[src/rtl/ntt_pkg.sv]
`default_nettype none
// ============================================================================
// Module      : ntt_pkg
// Description : Shared constants, the unloader state type and the
//               bit-reverse helper for the NTT coefficient store.
// Contents    : WIDTH, DEPTH, LANES, ADDR_WIDTH constants
//               unload_state_t  - coefficient unloader FSM states
//               bitrev()        - reverse an ADDR_WIDTH-bit address
// Revision    : 1.0 - initial release
// ============================================================================
package ntt_pkg;

    localparam int WIDTH      = 12;
    localparam int DEPTH      = 256;
    localparam int LANES      = 16;
    localparam int ADDR_WIDTH = 8;

    typedef enum logic [1:0] {
        IDLE  = 2'd0,
        DRAIN = 2'd1,
        DONE  = 2'd2
    } unload_state_t;

    function automatic logic [ADDR_WIDTH-1:0] bitrev(input logic [ADDR_WIDTH-1:0] a);
        logic [ADDR_WIDTH-1:0] r;
        for (int i = 0; i < ADDR_WIDTH; i++) begin
            r[i] = a[ADDR_WIDTH-1-i];
        end
        return r;
    endfunction

endpackage
`default_nettype wire

[src/rtl/coef_addr_gen.sv]
`default_nettype none
// ============================================================================
// Module      : coef_addr_gen
// Description : Purely combinational read-address generator. Lane k of the
//               output addresses coefficient (row * LANES + k), truncated to
//               ADDR_WIDTH bits.
// Macro       : COEF_UNLOADER_BITREV_EN - when defined, every address is
//               bit-reversed over ADDR_WIDTH bits so the stream comes out in
//               natural order from a bit-reversed store.
// Ports       : i_row_ptr [PTR_WIDTH]          - row being addressed
//               o_raddr   [LANES*ADDR_WIDTH]   - lane k at [k*ADDR_WIDTH +:]
// Revision    : 1.0 - initial release
// ============================================================================
module coef_addr_gen #(
    parameter int LANES      = ntt_pkg::LANES,
    parameter int ADDR_WIDTH = ntt_pkg::ADDR_WIDTH,
    parameter int PTR_WIDTH  = 5
) (
    input  logic [PTR_WIDTH-1:0]        i_row_ptr,
    output logic [LANES*ADDR_WIDTH-1:0] o_raddr
);
    import ntt_pkg::*;

    localparam int LANE_WIDTH = $clog2(LANES);

    for (genvar k = 0; k < LANES; k++) begin : g_lane
        localparam logic [LANE_WIDTH-1:0] c_lane = LANE_WIDTH'(k);
        logic [ADDR_WIDTH-1:0] w_nat;

        // LANES is a power of two, so row*LANES + k is a concatenation.
        assign w_nat = ADDR_WIDTH'({i_row_ptr, c_lane});

`ifdef COEF_UNLOADER_BITREV_EN
        assign o_raddr[k*ADDR_WIDTH +: ADDR_WIDTH] = bitrev(w_nat);
`else
        assign o_raddr[k*ADDR_WIDTH +: ADDR_WIDTH] = w_nat;
`endif
    end

endmodule
`default_nettype wire

[src/rtl/coef_unloader.sv]
`default_nettype none
// ============================================================================
// Module      : coef_unloader
// Description : Streams a DEPTH-coefficient polynomial out of the 16-lane
//               register file, one row fetch per LANES beats, onto a
//               valid/ready stream in index order.
// Macro       : COEF_UNLOADER_BITREV_EN - bit-reversed read addressing
//               (handled inside coef_addr_gen).
// Ports       : clk_i, rst_i (sync, active-high)
//               start_i            - start request, honoured only when idle
//               busy_o / done_o    - run in progress / one-cycle completion
//               raddr_o / rdata_i  - LANES combinational read ports
//               m_data_o, m_valid_o, m_ready_i, m_last_o - output stream
// Revision    : 1.0 - initial release
// ============================================================================
module coef_unloader #(
    parameter int WIDTH      = ntt_pkg::WIDTH,
    parameter int DEPTH      = ntt_pkg::DEPTH,
    parameter int LANES      = ntt_pkg::LANES,
    parameter int ADDR_WIDTH = ntt_pkg::ADDR_WIDTH
) (
    input  logic                        clk_i,
    input  logic                        rst_i,
    input  logic                        start_i,
    output logic                        busy_o,
    output logic                        done_o,
    output logic [LANES*ADDR_WIDTH-1:0] raddr_o,
    input  logic [LANES*WIDTH-1:0]      rdata_i,
    output logic [WIDTH-1:0]            m_data_o,
    output logic                        m_valid_o,
    input  logic                        m_ready_i,
    output logic                        m_last_o
);
    import ntt_pkg::*;

    localparam int ROWS       = DEPTH / LANES;
    localparam int PTR_WIDTH  = $clog2(ROWS) + 1;
    localparam int LANE_WIDTH = $clog2(LANES);
    localparam logic [PTR_WIDTH-1:0]  c_last_row  = PTR_WIDTH'(ROWS);
    localparam logic [LANE_WIDTH-1:0] c_last_lane = LANE_WIDTH'(LANES - 1);

    unload_state_t         r_state;
    unload_state_t         w_state_next;
    logic [PTR_WIDTH-1:0]  r_row_ptr;
    logic [LANE_WIDTH-1:0] r_lane_ctr;
    logic [WIDTH-1:0]      r_row_buf [LANES];

    logic w_first_load;
    logic w_next_load;
    logic w_lane_step;
    logic w_clear;
    logic w_last_lane;
    logic w_last_row;

    coef_addr_gen #(
        .LANES      (LANES),
        .ADDR_WIDTH (ADDR_WIDTH),
        .PTR_WIDTH  (PTR_WIDTH)
    ) u_addr_gen (
        .i_row_ptr (r_row_ptr),
        .o_raddr   (raddr_o)
    );

    always_ff @(posedge clk_i) begin
        if (rst_i) begin
            r_state <= IDLE;
        end else begin
            r_state <= w_state_next;
        end
    end

    always_comb begin
        w_state_next = r_state;
        w_first_load = 1'b0;
        w_next_load  = 1'b0;
        w_lane_step  = 1'b0;
        w_clear      = 1'b0;
        w_last_lane  = (r_lane_ctr == c_last_lane);
        w_last_row   = (r_row_ptr == c_last_row);
        m_valid_o    = 1'b0;
        done_o       = 1'b0;
        busy_o       = (r_state != IDLE);

        case (r_state)
            IDLE: begin
                if (start_i) begin
                    w_first_load = 1'b1;
                    w_state_next = DRAIN;
                end
            end
            DRAIN: begin
                m_valid_o = 1'b1;
                if (m_ready_i) begin
                    if (!w_last_lane) begin
                        w_lane_step = 1'b1;
                    end else if (!w_last_row) begin
                        // Next row is already on raddr_o; capture it on the
                        // same edge that retires the final lane: no bubble.
                        w_next_load = 1'b1;
                    end else begin
                        w_state_next = DONE;
                    end
                end
            end
            DONE: begin
                done_o       = 1'b1;
                w_clear      = 1'b1;
                w_state_next = IDLE;
            end
            default: begin
                w_state_next = IDLE;
            end
        endcase

        m_last_o = m_valid_o && w_last_row && w_last_lane;
        m_data_o = m_valid_o ? r_row_buf[r_lane_ctr] : '0;
    end

    always_ff @(posedge clk_i) begin
        if (rst_i) begin
            r_row_ptr  <= '0;
            r_lane_ctr <= '0;
            for (int k = 0; k < LANES; k++) begin
                r_row_buf[k] <= '0;
            end
        end else if (w_first_load || w_next_load) begin
            for (int k = 0; k < LANES; k++) begin
                r_row_buf[k] <= rdata_i[k*WIDTH +: WIDTH];
            end
            r_row_ptr  <= w_first_load ? PTR_WIDTH'(1) : r_row_ptr + PTR_WIDTH'(1);
            r_lane_ctr <= '0;
        end else if (w_lane_step) begin
            r_lane_ctr <= r_lane_ctr + LANE_WIDTH'(1);
        end else if (w_clear) begin
            // Return to row 0 so the idle address bus presents the first row.
            r_row_ptr  <= '0;
            r_lane_ctr <= '0;
        end
    end

endmodule
`default_nettype wire

[config.mk]
export PLATFORM = sky130hd
export DESIGN_NAME = coef_unloader
export DESIGN_NICKNAME = d
export VERILOG_FILES = /design/src/rtl/ntt_pkg.sv /design/src/rtl/coef_addr_gen.sv /design/src/rtl/coef_unloader.sv
export SDC_FILE = /design/constraint.sdc
export NUM_CORES = 1
export LEC_CHECK = 0
export CORE_ASPECT_RATIO = 0.7
export CORE_MARGIN = 10
export CORE_UTILIZATION = 42
export DETAILED_ROUTE_END_ITERATION = 8
export GPL_ROUTABILITY_DRIVEN = 0
export GPL_TIMING_DRIVEN = 0
export PLACE_DENSITY = 0.78
export SLEW_MARGIN = 20
export SYNTH_ARGS = -nofsm -noshare
export SYNTH_HDL_FRONTEND = slang
export SYNTH_SLANG_ARGS = --single-unit
[constraint.sdc]
create_clock -name clk_i -period 4.6 [get_ports clk_i]
set_clock_uncertainty 0.05 [all_clocks]
set_input_delay 0.92 -clock clk_i [delete_from_list [all_inputs] [get_ports clk_i]]
set_output_delay 0.92 -clock clk_i [all_outputs]
set_load 0.02 [all_outputs]
==> flow_summary.toml, run 1 <==
# yosys + openroad results
[worst_setup_path]
r2r_cells = 8
r2r-start = "r_row_ptr[0]$_SDFFE_PP0P_"
cp_num_buf_inv = 4
critical_path.max_fanout = 10

[logic_synthesis]
synthTopLogicFamily = "simple AND/OR/NAND/NOR gates"
yosysTopAreaCellShare = 0.5542
ys_top_cells_by_area = "edfxtp_1 (55%), buf_4 (9.7%), mux2i_1 (7.9%), and2_1 (7.3%), nor2b_1 (4.5%)"
synthAoiAreaFrac = 0.05051
top_area_cell = "edfxtp_1"

[sta]
hold_viol_final = 0
setup_violations = 0
maxSlewHeadroom = 0.4395
setup_tns_ns = 0

[cells_and_area]
postLayoutCoreUtil = 0.5942
lay_top_cells = "clkdlybuf4s50_1 (274), edfxtp_1 (192), buf_4 (135)"

[status]
status = "finished, final reports clean"

[floorplan]
std_cell_rows = 48
dieArea_sq_um = 31570
die_y_microns = 151.7
ios = 340

[grt]
grt_max_degree = 91
track_usage = 0.1950
grt_pass1_vias = 7285

[drt]
drt_drc_violations_left = 0
routed_via_density = 4.740

[clock_network]
cts.path.max_buffers = 3

[placement]
dp_hpwl_microns = 24730

[power_and_ir_drop]
cellPowerDensity_nw_per_um2 = 316.4
leakage_uw = 0.005617
==> run 1: worst max path at each step <==
stage	startpoint	end	slack (ns)	depth (start not counted)
detailed placement	flop	m_data_o[7]	0.88	8
floorplan	m_ready_i	r_row_buf[0][0]$_SDFFCE_PN0P_	0.19	5
global placement	r_row_ptr[1]$_SDFFE_PP0P_	flop	-0.98	7
global route	flop	m_data_o[7]	0.26	8
CTS	flop	m_data_o[7]	0.33	8
finish	flop	m_data_o[0]	0.37	8
==> run 1: cell type report <==
cell class,instances,area (sq um),share of cell area
diodes,4,10.01,0.0006875
plain buffers,175,1197,0.08224
clock buffers,28,604.3,0.04151
clock inverters,12,93.84,0.006445
inverters,4,15.01,0.001031
multi-input cells,490,3368,0.2314
flip-flops and latches,207,6066,0.4166
well taps,325,406.6,0.02793
repair buffers,276,2798,0.1922
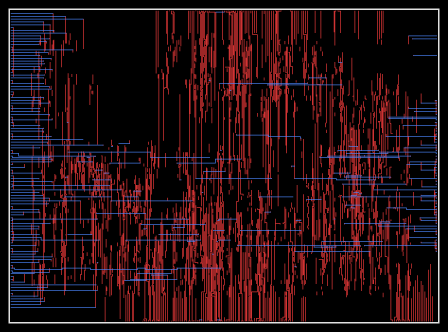
*Wiring by layer, run 1*
Two of the layers only.
layer	colour	wire length
M3	blue	3390 microns
M2	red	14600 microns

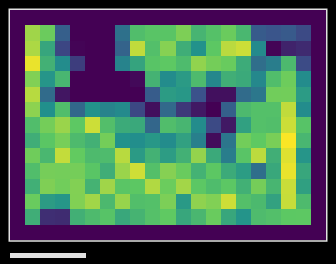
*Cell area per tile, run 1*
The bar under the picture is 50 microns long. The die is cut into 21 by 15 equal tiles; dark purple is low, yellow is high, 0 to 100% covered.
fullest tile	100%
mean over tiles	45%
nearly empty tiles	28%
densest ninth of the die	bottom middle

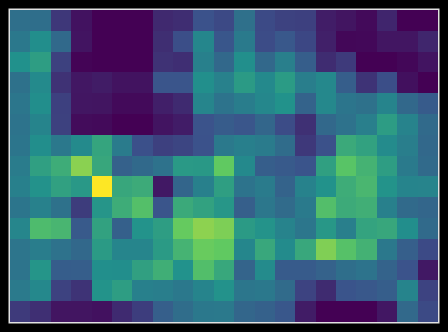
*Wire density map, run 1*
The die is cut into 21 by 15 equal tiles; dark purple is low, yellow is high, scaled to the fullest tile. Values are wire area over tile area, all layers added.
mean over tiles	0.17
densest ninth of the die	bottom middle
nearly empty tiles	7.0%

==> inputs of run 2 (changes only) <==
--- a/config.mk
+++ b/config.mk
@@ -8,6 +8,7 @@
 export CORE_ASPECT_RATIO = 0.7
 export CORE_MARGIN = 10
 export CORE_UTILIZATION = 42
+export CTS_CLUSTER_SIZE = 24
 export DETAILED_ROUTE_END_ITERATION = 8
 export GPL_ROUTABILITY_DRIVEN = 0
 export GPL_TIMING_DRIVEN = 0
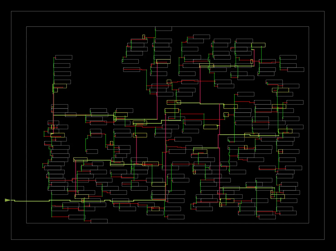
*Clock routing, run 2*
Sink Count: 207
Clk power: 1710 uW
Late-Pin Clk Latency: 0.50 ns

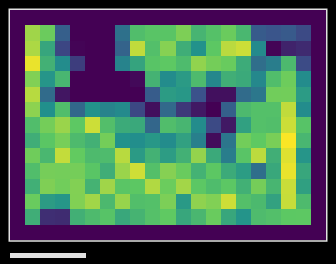
*Cell area per tile, run 2*
The bar under the picture is 50 microns long. The die is cut into 21 by 15 equal tiles; dark purple is low, yellow is high, 0 to 100% covered.
emptiest ninth of the die	top left
densest ninth of the die	bottom middle
tiles over 75% full	20%
fullest tile	100%
mean over tiles	45%

==> run 2 against run 1 <==
  * Sequential share of layout area unchanged
  * Largest cell class unchanged
  * Wire length unchanged
  * Global-route usage unchanged
  * Worst hold slack unchanged
  * Setup slack unchanged
  * Cell count unchanged
  * Clock power about the same
  * Core utilization unchanged
  * Die size unchanged
==> flow_summary.toml, run 2 <==
# yosys + openroad results
[status]
status = "finished, final reports clean"

[floorplan]
tapCellCount = 325
std_cell_rows = 48
ios = 340
dieArea_sq_um = 31570
coreArea_sq_um = 24500
die_y_microns = 151.7

[cells_and_area]
largest_class = "registers"
lay_top_cells = "clkdlybuf4s50_1 (274), edfxtp_1 (192), buf_4 (135)"
sh_seq_area = 0.4166
nNonClkBuffers = 451
final-clk-cell-share = 0.04795
postLayoutCoreUtil = 0.5942
diodes = 4
final-seq-area_sq_um = 6066
bufAreaShareNonClock = 0.2744
comb_area_frac = 0.2314
inv_count = 4

[logic_synthesis]
ys_top_cells_by_area = "edfxtp_1 (55%), buf_4 (9.7%), mux2i_1 (7.9%), and2_1 (7.3%), nor2b_1 (4.5%)"
top_area_cell = "edfxtp_1"
syn_area_sq_um = 10400
synthTopLogicFamily = "simple AND/OR/NAND/NOR gates"
yosysTopAreaCellShare = 0.5542
synthAoiAreaFrac = 0.05051

[power_and_ir_drop]
leakage_uw = 0.005617
cellPowerDensity_nw_per_um2 = 316.4

[grt]
grt_max_degree = 91
grt_pass1_vias = 7285

[worst_setup_path]
cp_data_arrival_time_ns = 3.26
r2r_cells = 8
cp_num_buf_inv = 4
critical_path.max_fanout = 10
r2r_slack_ns = 1.07

[sta]
setup_tns_ns = 0
setup_violations = 0

[drt]
drt_drc_violations_left = 0

[placement]
dp_hpwl_microns = 24730
run 2: how the worst max path moves through the flow:
stage,from,end,slack (ns),depth (start not counted)
2_1_floorplan,m_ready_i,r_row_buf[0][0]$_SDFFCE_PN0P_,0.19,5
3_3_place_gp,r_row_ptr[1]$_SDFFE_PP0P_,flop,-0.98,7
3_5_place_dp,flop,m_data_o[7],0.88,8
4_1_cts,flop,m_data_o[7],0.33,8
5_1_grt,flop,m_data_o[7],0.26,8
6_report,flop,m_data_o[0],0.37,8
run 2: routing by layer:
layer  track usage  part of all wire  vias to the layer above
li1              -                 -                     3433
met3       0.07905              0.11                       41
met4       0.04261             0.015                        8
met1        0.2446              0.42                     3432
met5             0            0.0017                        -
met2        0.3122              0.46                      296
Power figures rest on the tool's default switching activity, not on a simulated workload.
